File: src/rtl/spi_slave.sv
`timescale 1ns/1ps
// spi_slave: SPI mode-0 (CPOL=0, CPHA=0) byte slave, MSB first.
// The sclk, mosi and cs_n pins are oversampled by clk_i through SYNC_STAGES-deep synchronisers.
// Each received byte is presented on spi_byte_data_o with a one-cycle spi_byte_vld_o strobe.
// spi_byte_data_i is shifted out on MISO during the same transfer.
// Optional feature: define SPI_SLAVE_MISO_HIZ_EN to tri-state MISO outside a frame.
module spi_slave #(
   parameter int unsigned SYNC_STAGES = 2  // must be >= 2
) (
   input  logic       clk_i,
   input  logic       rst_i,
   input  logic [7:0] spi_byte_data_i,
   input  logic       spi_sclk_i,
   input  logic       spi_mosi_i,
   input  logic       spi_cs_n_i,
   output logic       spi_miso_o,
   output logic       spi_byte_vld_o,
   output logic [7:0] spi_byte_data_o
);

   logic [SYNC_STAGES-1:0] r_sclk_sync;
   logic [SYNC_STAGES-1:0] r_mosi_sync;
   logic [SYNC_STAGES-1:0] r_cs_sync;
   logic                   r_sclk_prev;
   logic                   r_cs_prev;
   // After reset the cs_n chain holds forced ones. r_settle marks when it reflects the pin again.
   logic [SYNC_STAGES-1:0] r_settle;
   // r_armed is set once a settled, deasserted cs_n has been seen. A frame in progress at
   // reset is therefore ignored until cs_n toggles.
   logic                   r_armed;
   logic [2:0]             r_bit_cnt;
   logic [7:0]             r_rx_shift;
   logic [7:0]             r_tx_shift;
   logic                   r_byte_vld;
   logic [7:0]             r_byte_data;

   logic w_sclk;
   logic w_mosi;
   logic w_cs;
   logic w_active;
   logic w_sclk_rise;
   logic w_sclk_fall;
   logic w_cs_fall;
   logic w_miso_drive;

   assign w_sclk      = r_sclk_sync[SYNC_STAGES-1];
   assign w_mosi      = r_mosi_sync[SYNC_STAGES-1];
   assign w_cs        = r_cs_sync[SYNC_STAGES-1];
   assign w_active    = r_armed & ~w_cs;
   assign w_sclk_rise = w_sclk & ~r_sclk_prev;
   assign w_sclk_fall = ~w_sclk & r_sclk_prev;
   assign w_cs_fall   = r_armed & ~w_cs & r_cs_prev;

   // Pin synchronisers, edge-detect history and frame arming.
   always_ff @(posedge clk_i) begin
      if (rst_i) begin
         r_sclk_sync <= '0;
         r_mosi_sync <= '0;
         r_cs_sync   <= '1;
         r_sclk_prev <= 1'b0;
         r_cs_prev   <= 1'b1;
         r_settle    <= '0;
         r_armed     <= 1'b0;
      end else begin
         r_sclk_sync <= {r_sclk_sync[SYNC_STAGES-2:0], spi_sclk_i};
         r_mosi_sync <= {r_mosi_sync[SYNC_STAGES-2:0], spi_mosi_i};
         r_cs_sync   <= {r_cs_sync[SYNC_STAGES-2:0], spi_cs_n_i};
         r_sclk_prev <= w_sclk;
         r_cs_prev   <= w_cs;
         r_settle    <= {r_settle[SYNC_STAGES-2:0], 1'b1};
         if (r_settle[SYNC_STAGES-1] && w_cs) begin
            r_armed <= 1'b1;
         end
      end
   end

   // Receive path: shift MOSI on sclk rises and strobe every eighth bit.
   // A cs_n rise makes w_active low in that cycle, so a coincident sclk rise is dropped.
   always_ff @(posedge clk_i) begin
      if (rst_i) begin
         r_bit_cnt   <= 3'd0;
         r_rx_shift  <= 8'h00;
         r_byte_vld  <= 1'b0;
         r_byte_data <= 8'h00;
      end else begin
         r_byte_vld <= 1'b0;
         if (!w_active) begin
            r_bit_cnt <= 3'd0;
         end else if (w_sclk_rise) begin
            r_rx_shift <= {r_rx_shift[6:0], w_mosi};
            r_bit_cnt  <= r_bit_cnt + 3'd1;
            if (r_bit_cnt == 3'd7) begin
               r_byte_data <= {r_rx_shift[6:0], w_mosi};
               r_byte_vld  <= 1'b1;
            end
         end
      end
   end

   // Transmit path: load on frame start and on the first sclk fall of each byte, else shift.
   always_ff @(posedge clk_i) begin
      if (rst_i) begin
         r_tx_shift <= 8'h00;
      end else if (w_cs_fall) begin
         r_tx_shift <= spi_byte_data_i;
      end else if (w_active && w_sclk_fall) begin
         if (r_bit_cnt == 3'd0) begin
            r_tx_shift <= spi_byte_data_i;
         end else begin
            r_tx_shift <= {r_tx_shift[6:0], 1'b0};
         end
      end
   end

   assign w_miso_drive = w_active & ~rst_i;

`ifdef SPI_SLAVE_MISO_HIZ_EN
   assign spi_miso_o = w_miso_drive ? r_tx_shift[7] : 1'bz;
`else
   assign spi_miso_o = w_miso_drive ? r_tx_shift[7] : 1'b0;
`endif

   assign spi_byte_vld_o  = r_byte_vld;
   assign spi_byte_data_o = r_byte_data;

endmodule

File: config.mk
export PLATFORM = sky130hd
export DESIGN_NAME = spi_slave
export DESIGN_NICKNAME = d
export VERILOG_FILES = /design/src/rtl/spi_slave.sv
export SDC_FILE = /design/constraint.sdc
export NUM_CORES = 1
export LEC_CHECK = 0
export ABC_AREA = 1
export CORE_AREA = 2 2 58 60
export CTS_CLUSTER_SIZE = 20
export DETAILED_ROUTE_END_ITERATION = 6
export DIE_AREA = 0 0 60 62
export GPL_ROUTABILITY_DRIVEN = 0
export GPL_TIMING_DRIVEN = 0
export HOLD_SLACK_MARGIN = 0.03
export PLACE_DENSITY_LB_ADDON = 0.12
export SETUP_SLACK_MARGIN = 0.4
export SLEW_MARGIN = 25
export SYNTH_ARGS = -nofsm -noshare
export SYNTH_HDL_FRONTEND = slang
export SYNTH_SLANG_ARGS = --single-unit
File: constraint.sdc
create_clock -name clk_i -period 1.3 [get_ports clk_i]
set_input_delay 0.26 -clock clk_i [delete_from_list [all_inputs] [get_ports clk_i]]
set_output_delay 0.26 -clock clk_i [all_outputs]
set_load 0.03 [all_outputs]
Fig. 1: run 1, track usage over the die
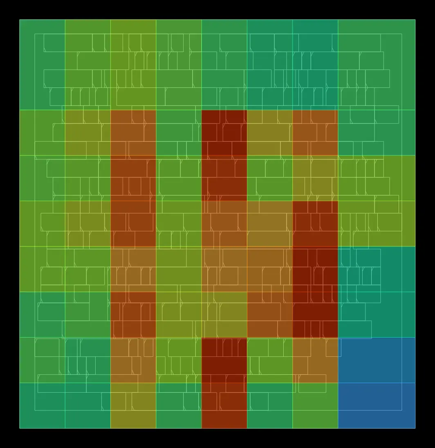
layer with the highest usage: met2
GR Util met2: 36.65%
GR Util met3: 7.867%
WL per Instance: 13.52 µm

Fig. 2: run 1, routed clock nets over the placement
Scale: 8 px per µm.
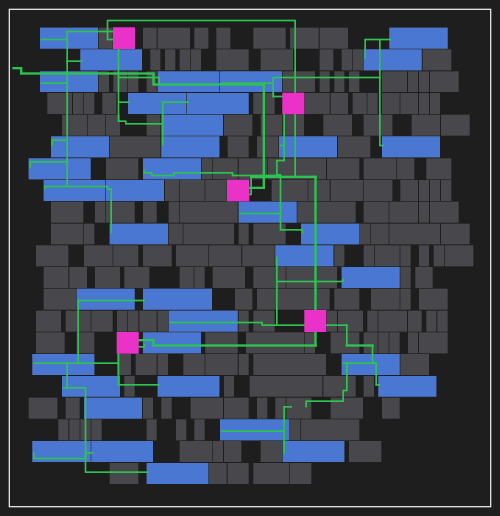
Key: green = clock wires [length 488 µm]; magenta = clock-net drivers [count 5]; blue = flip-flops [count 38]
There are 6 routed clock nets.
Power Clock: 632 µW
clock power share: 31.4%
worst skew pair latency: 360 ps
skew final: 11.32 ps

Fig. 3: run 1, port wiring
Scale: 8 px per µm.
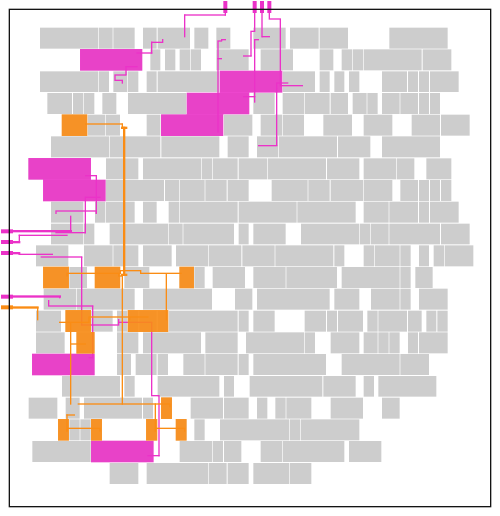
Key: magenta = spi_byte_data_o [direction output, edge 4 west, 4 north, end cells 8, buffers 8, wire 181 µm]; orange = rst_i [direction input, edge west, end cells 14, buffers 2, wire 118 µm]

Fig. 4: run 1, gate families picked out
Scale: 6 px per µm.
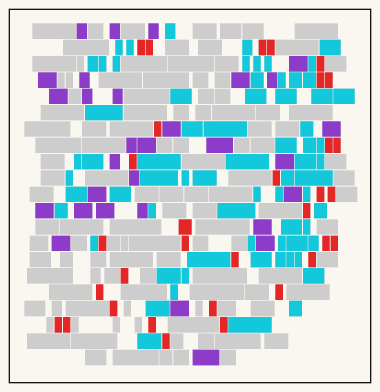
Key: purple = aoi and oai cells [cells 30]; cyan = nand cells [cells 69]; red = inv cells [cells 32, where all over the die]
Commonest Layout Cell: nand2_1
Layout Cells excl Fill: 290
Comb area share: 39.95%

==> flow_metrics.py, run 1 <==
# Metrics from the implementation run
metrics = {
    "place": {
        "numPortBuffers": 22,
        "dp.cells": 264,
    },
    "synthesis": {
        "ys.flops": 38,
        "most_common_cell": "nand2_1",
        "top_cell_area_share_pct": 49.59,
        "largest_area_cell": "dfxtp_1",
        "postSynthSeqShare_pct": 49.59,
        "mux_share_pct": 0,
        "yosysChipArea_um2": 1534,
        "synth_area_per_cell_um2": 7.826,
        "area_leaders": "dfxtp_1, nand2_1, nand3_1",
        "synth-main-ff-cell": "dfxtp_1",
        "xor_area_share_pct": 0,
        "floorplan.nets": 212,
        "netlist_top_cells_count": "nand2_1, dfxtp_1, inv_1",
        "fa_ha_area_share_pct": 2.447,
    },
    "final_layout": {
        "inv_count": 32,
        "logic_area_um2": 972.2,
        "clkbuf_count": 5,
        "nFillCells": 210,
        "comb_cells": 121,
        "seqAreaFraction_pct": 32.34,
        "fin_util_pct": 76.54,
        "top_area_cell_class": "multi-input combinational cells",
        "clock_area_share_pct": 2.416,
    },
    "worst_setup_path": {
        "crit_buf_inv": 2,
        "r2r_start": "r_armed$_SDFFE_PP0P_",
        "reg2reg_depth": 7,
        "rrSetupSlack_ps": 30,
        "reg2reg_to": "spi_byte_data_o[3]$_SDFFE_PP0P_",
        "critPathLaunchType": "register",
        "worst_path_most_repeated_cell": "nor2_4",
        "cp.required_ps": 1040,
        "critPathKind": "register to primary output",
        "startpoint": "r_armed$_SDFFE_PP0P_",
        "crit_family": "flip-flops",
        "critical_path_cell_count": 5,
        "slowest_stage": "dfxtp_4",
        "slowest_delay_ps": 370,
    },
    "pwr": {
        "pwr-share-comb_pct": 9.3,
        "sequentialPowerShare_pct": 59.3,
        "p_sw_uw": 530.9,
        "p_leak_uw": 0.001043,
        "powerSeq_uw": 1190,
        "powerComb_uw": 187,
        "p_total_uw": 2014,
        "internal-power_uw": 1483,
        "power_switching_share_pct": 26.36,
        "power_density_nw_per_um2": 827.6,
    },
    "status": {
        "status": "finished, violations left",
        "violations": "setup timing",
    },
    "job": {
        "cap_violations": 0,
    },
    "timing": {
        "relSlewSlack_pct": 83.11,
        "tns_ps": -112.2,
        "fmax_mhz": 708.1,
        "setup_viol": 1,
        "max_slew.worst_pin.slew_ps": 253.4,
        "setup_ws_ps": -112.2,
        "hold_viol_final": 0,
    },
    "cts": {
        "postCtsResizedCells": 106,
        "cts_setup_buffers": 10,
        "numCtsBuffers": 5,
        "clock-sinks": 38,
        "hold_buffers": 0,
    },
    "routing": {
        "m1WireLength_mm": 1.605,
        "routed_via_density": 4.897,
        "wl_met3_um": 120,
        "dr.pass1.iters": 5,
    },
    "min_path": {
        "holdCritStartpoint": "rst_i",
        "hold_end": "spi_byte_data_o[7]$_SDFFE_PP0P_",
        "hold_depth": 2,
    },
    "grt": {
        "use_met1_pct": 22.08,
        "grt-ovfl-total": 0,
        "grtUsageTotal_pct": 20.91,
    },
    "floorplan": {
        "fp_util_pct": 48.25,
        "chipHeight_um": 62,
        "pin_count": 23,
    },
}
Fig. 5: run 1, wiring heat map
Scale: 6 px per µm. 12 x 12 tiles, from white (low) to dark blue (high), scaled to the fullest tile. Values are wire area over tile area, all layers added.
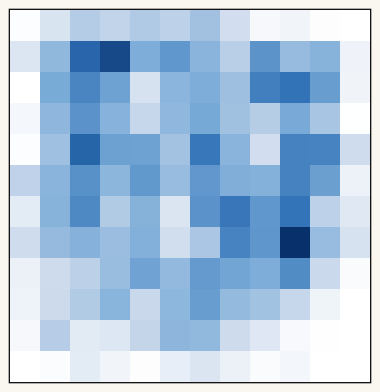

--- run 2 (diff from run 1) ---
--- a/config.mk
+++ b/config.mk
@@ -6,10 +6,10 @@
 export NUM_CORES = 1
 export LEC_CHECK = 0
 export ABC_AREA = 1
-export CORE_AREA = 2 2 58 60
+export CORE_AREA = 2 2 56 58
 export CTS_CLUSTER_SIZE = 20
 export DETAILED_ROUTE_END_ITERATION = 6
-export DIE_AREA = 0 0 60 62
+export DIE_AREA = 0 0 58 60
 export GPL_ROUTABILITY_DRIVEN = 0
 export GPL_TIMING_DRIVEN = 0
 export HOLD_SLACK_MARGIN = 0.03
@@ -19,3 +19,4 @@
 export SYNTH_ARGS = -nofsm -noshare
 export SYNTH_HDL_FRONTEND = slang
 export SYNTH_SLANG_ARGS = --single-unit
+export TNS_END_PERCENT = 10
==> constraint.sdc (replaced) <==
create_clock -name clk_i -period 1.65 [get_ports clk_i]
set_input_delay 0.33 -clock clk_i [delete_from_list [all_inputs] [get_ports clk_i]]
set_output_delay 0.33 -clock clk_i [all_outputs]
set_load 0.03 [all_outputs]
Fig. 6: run 2, wiring heat map
Scale: 6 px per µm. 12 x 12 tiles, from white (low) to dark blue (high), scaled to the fullest tile. Values are wire area over tile area, all layers added.
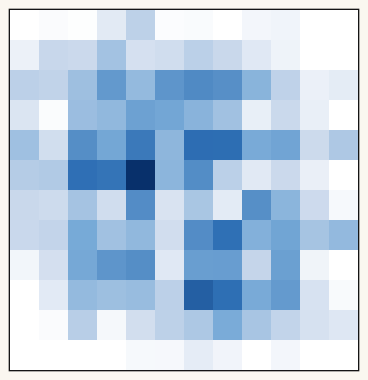
The densest ninth of the die: center. The fullest tile reaches 0.46. 22% of the tiles are over half the peak.
WL per Instance: 11.10 µm
DR vias: 1303
total track usage: 19.02%
drt total wl: 2.909 mm

==> flow_metrics.py, run 2 <==
# Metrics from the implementation run
metrics = {
    "final_layout": {
        "logic_area_um2": 653.1,
        "clock_area_share_pct": 4.096,
        "fin_util_pct": 66.29,
        "layout_top_cell": "nand2_1",
        "top_area_cell_class": "sequential cells",
        "stdcell_area_um2": 1924,
        "clkbuf_count": 8,
        "antenna_cells": 0,
        "nFillCells": 258,
        "signal_buffers": 30,
        "seqAreaFraction_pct": 39.66,
        "comb_cells": 121,
        "final_cells": 262,
        "inv_count": 32,
        "sh_comb_area_pct": 33.94,
    },
    "worst_setup_path": {
        "reg2reg_depth": 7,
        "slowest_delay_ps": 350,
        "r2r_start": "r_bit_cnt[0]$_SDFFE_PP0P_",
        "worst_path_most_repeated_cell": "nor2_4",
        "crit_buf_inv": 2,
        "critPathLaunchType": "register",
        "cp.required_ps": 1320,
        "critical_path_cell_count": 5,
        "cp.arrival_ps": 1120,
        "rrSetupSlack_ps": 300,
        "crit_family": "flip-flops",
        "critPathKind": "register to primary output",
        "startpoint": "r_armed$_SDFFE_PP0P_",
        "slowest_stage": "dfxtp_2",
        "reg2reg_to": "r_tx_shift[3]$_SDFFE_PP0P_",
    },
    "synthesis": {
        "most_common_cell": "nand2_1",
        "fa_ha_area_share_pct": 2.447,
        "top_cell_area_share_pct": 49.59,
        "floorplan.nets": 212,
        "synth_area_per_cell_um2": 7.826,
        "ys_cells": 196,
        "mux_share_pct": 0,
        "postSynthSeqShare_pct": 49.59,
        "area_leaders": "dfxtp_1, nand2_1, nand3_1",
        "ys.flops": 38,
        "synth-main-ff-cell": "dfxtp_1",
        "xor_area_share_pct": 0,
        "netlist_top_cells_count": "nand2_1, dfxtp_1, inv_1",
        "yosysChipArea_um2": 1534,
        "aoi_share_pct": 11.09,
    },
    "pwr": {
        "powerSeq_uw": 943,
        "powerComb_uw": 106,
        "p_sw_uw": 349.5,
        "power_density_nw_per_um2": 845.6,
        "pwr-share-comb_pct": 6.5,
        "internal-power_uw": 1278,
        "p_leak_uw": 0.0009098,
        "power_switching_share_pct": 21.48,
    },
    "grt": {
        "grt-ovfl-total": 0,
        "gr-usage-met2_pct": 30.36,
        "grt_use_met3_pct": 4.545,
        "use_met1_pct": 24.35,
        "top_usage_layer": "met2",
    },
    "floorplan": {
        "chipHeight_um": 60,
        "fp_util_pct": 52.84,
        "pin_count": 23,
        "rows": 20,
    },
    "timing": {
        "rsz0062_at_grt": "yes",
        "tns_ps": 0,
        "max_slew.worst_pin.slew_ps": 424.2,
        "finalClockPeriodUsage_pct": 87.67,
        "fmax_mhz": 691.3,
        "setup_ws_ps": 203.4,
        "relSlewSlack_pct": 71.72,
        "setup_viol": 0,
        "hold_viol_final": 0,
    },
    "routing": {
        "m1WireLength_mm": 1.279,
        "wl_met3_um": 143,
        "routed_via_density": 4.973,
        "dr.pass1.iters": 4,
    },
    "min_path": {
        "holdCritStartpoint": "rst_i",
        "hold_end": "spi_byte_data_o[7]$_SDFFE_PP0P_",
        "hold_depth": 2,
    },
    "place": {
        "numPortBuffers": 22,
        "dp.cells": 251,
    },
    "job": {
        "cap_violations": 0,
    },
    "cts": {
        "tritoncts": "built",
        "numCtsBuffers": 5,
        "cts_setup_buffers": 3,
        "clock-sinks": 38,
        "hold_buffers": 0,
        "clock-root-buffer": "clkbuf_4",
        "postCtsResizedCells": 26,
    },
    "status": {
        "status": "complete, no violations",
    },
}
Fig. 7: run 2, routed clock nets over the placement
Scale: 8 px per µm.
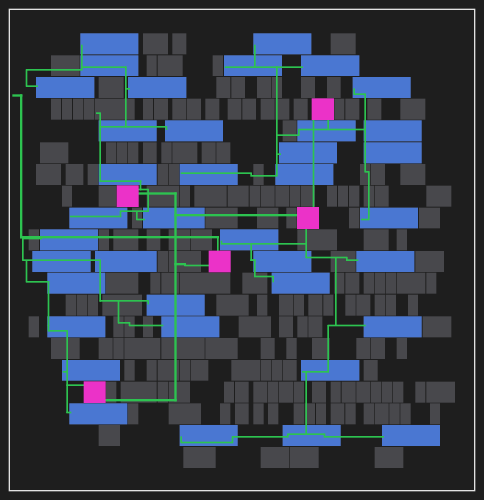
Key: blue = flip-flops [count 38]; magenta = clock-net drivers [count 5]; green = clock wires [length 418 µm]
There are 6 routed clock nets.
skew final: 9.000 ps
clock power share: 35.5%
worst skew pair latency: 340 ps
Power Clock: 578 µW

Fig. 8: run 2, track usage over the die
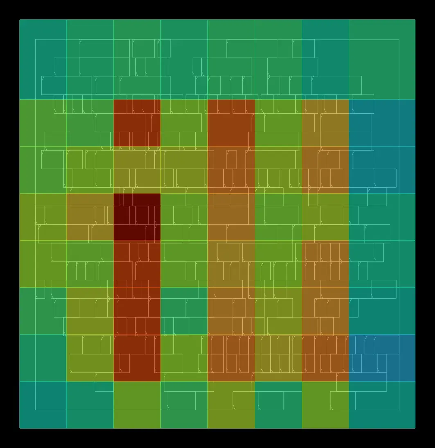

--- run 3 (diff from run 2) ---
--- a/config.mk
+++ b/config.mk
@@ -13,7 +13,7 @@
 export GPL_ROUTABILITY_DRIVEN = 0
 export GPL_TIMING_DRIVEN = 0
 export HOLD_SLACK_MARGIN = 0.03
-export PLACE_DENSITY_LB_ADDON = 0.12
+export PLACE_DENSITY = 0.78
 export SETUP_SLACK_MARGIN = 0.4
 export SLEW_MARGIN = 25
 export SYNTH_ARGS = -nofsm -noshare
Fig. 9: run 3, track usage over the die
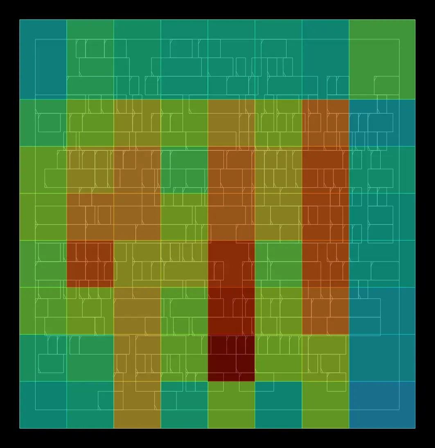
final core utilization: 66.29%
met1 global-route usage: 20.41%
GR Util met3: 4.545%

Fig. 10: run 3, routed clock nets over the placement
Scale: 8 px per µm.
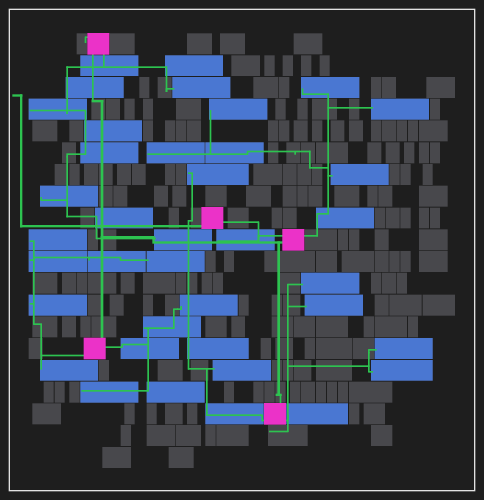
Key: blue = flip-flops [count 38]; green = clock wires [length 434 µm]; magenta = clock-net drivers [count 5]
Position of the flops: all over the die.

==> flow_metrics.py, run 3 <==
# Metrics from the implementation run
metrics = {
    "worst_setup_path": {
        "cp.required_ps": 1320,
        "rrSetupSlack_ps": 290,
        "reg2reg_to": "spi_byte_data_o[7]$_SDFFE_PP0P_",
        "slowest_delay_ps": 360,
        "crit_buf_inv": 2,
        "worst_path_most_repeated_cell": "nor2_4",
        "cp.arrival_ps": 1150,
        "startpoint": "r_armed$_SDFFE_PP0P_",
    },
    "synthesis": {
        "netlist_top_cells_count": "nand2_1, dfxtp_1, inv_1",
        "area_leaders": "dfxtp_1, nand2_1, nand3_1",
        "largest_area_cell": "dfxtp_1",
        "yosysChipArea_um2": 1534,
        "postSynthSeqShare_pct": 49.59,
        "synth-main-ff-cell": "dfxtp_1",
        "most_common_cell": "nand2_1",
        "fa_ha_area_share_pct": 2.447,
        "aoi_share_pct": 11.09,
    },
    "floorplan": {
        "rows": 20,
        "fp_util_pct": 52.84,
    },
    "timing": {
        "finalClockPeriodUsage_pct": 89.47,
        "setup_viol": 0,
        "rsz0062_at_grt": "yes",
    },
    "cts": {
        "numCtsBuffers": 5,
        "postCtsResizedCells": 26,
        "tritoncts": "built",
        "clock-sinks": 38,
    },
    "final_layout": {
        "clkbuf_count": 7,
        "top_area_cell_class": "sequential cells",
        "sh_comb_area_pct": 33.55,
        "clock_area_share_pct": 3.121,
        "seqAreaFraction_pct": 39.79,
        "inv_count": 32,
        "nFillCells": 263,
        "final_cells": 265,
    },
    "status": {
        "status": "complete, no violations",
    },
    "place": {
        "dp.cells": 251,
        "numPortBuffers": 22,
    },
    "grt": {
        "top_usage_layer": "met2",
    },
    "pwr": {
        "pwr-share-comb_pct": 7.0,
        "sequentialPowerShare_pct": 60.8,
        "powerComb_uw": 108,
        "p_total_uw": 1550,
        "power_density_nw_per_um2": 805.6,
    },
    "routing": {
        "m1WireLength_mm": 1.311,
    },
    "min_path": {
        "holdCritStartpoint": "rst_i",
    },
}
Power is estimated from default activity; no workload was simulated.
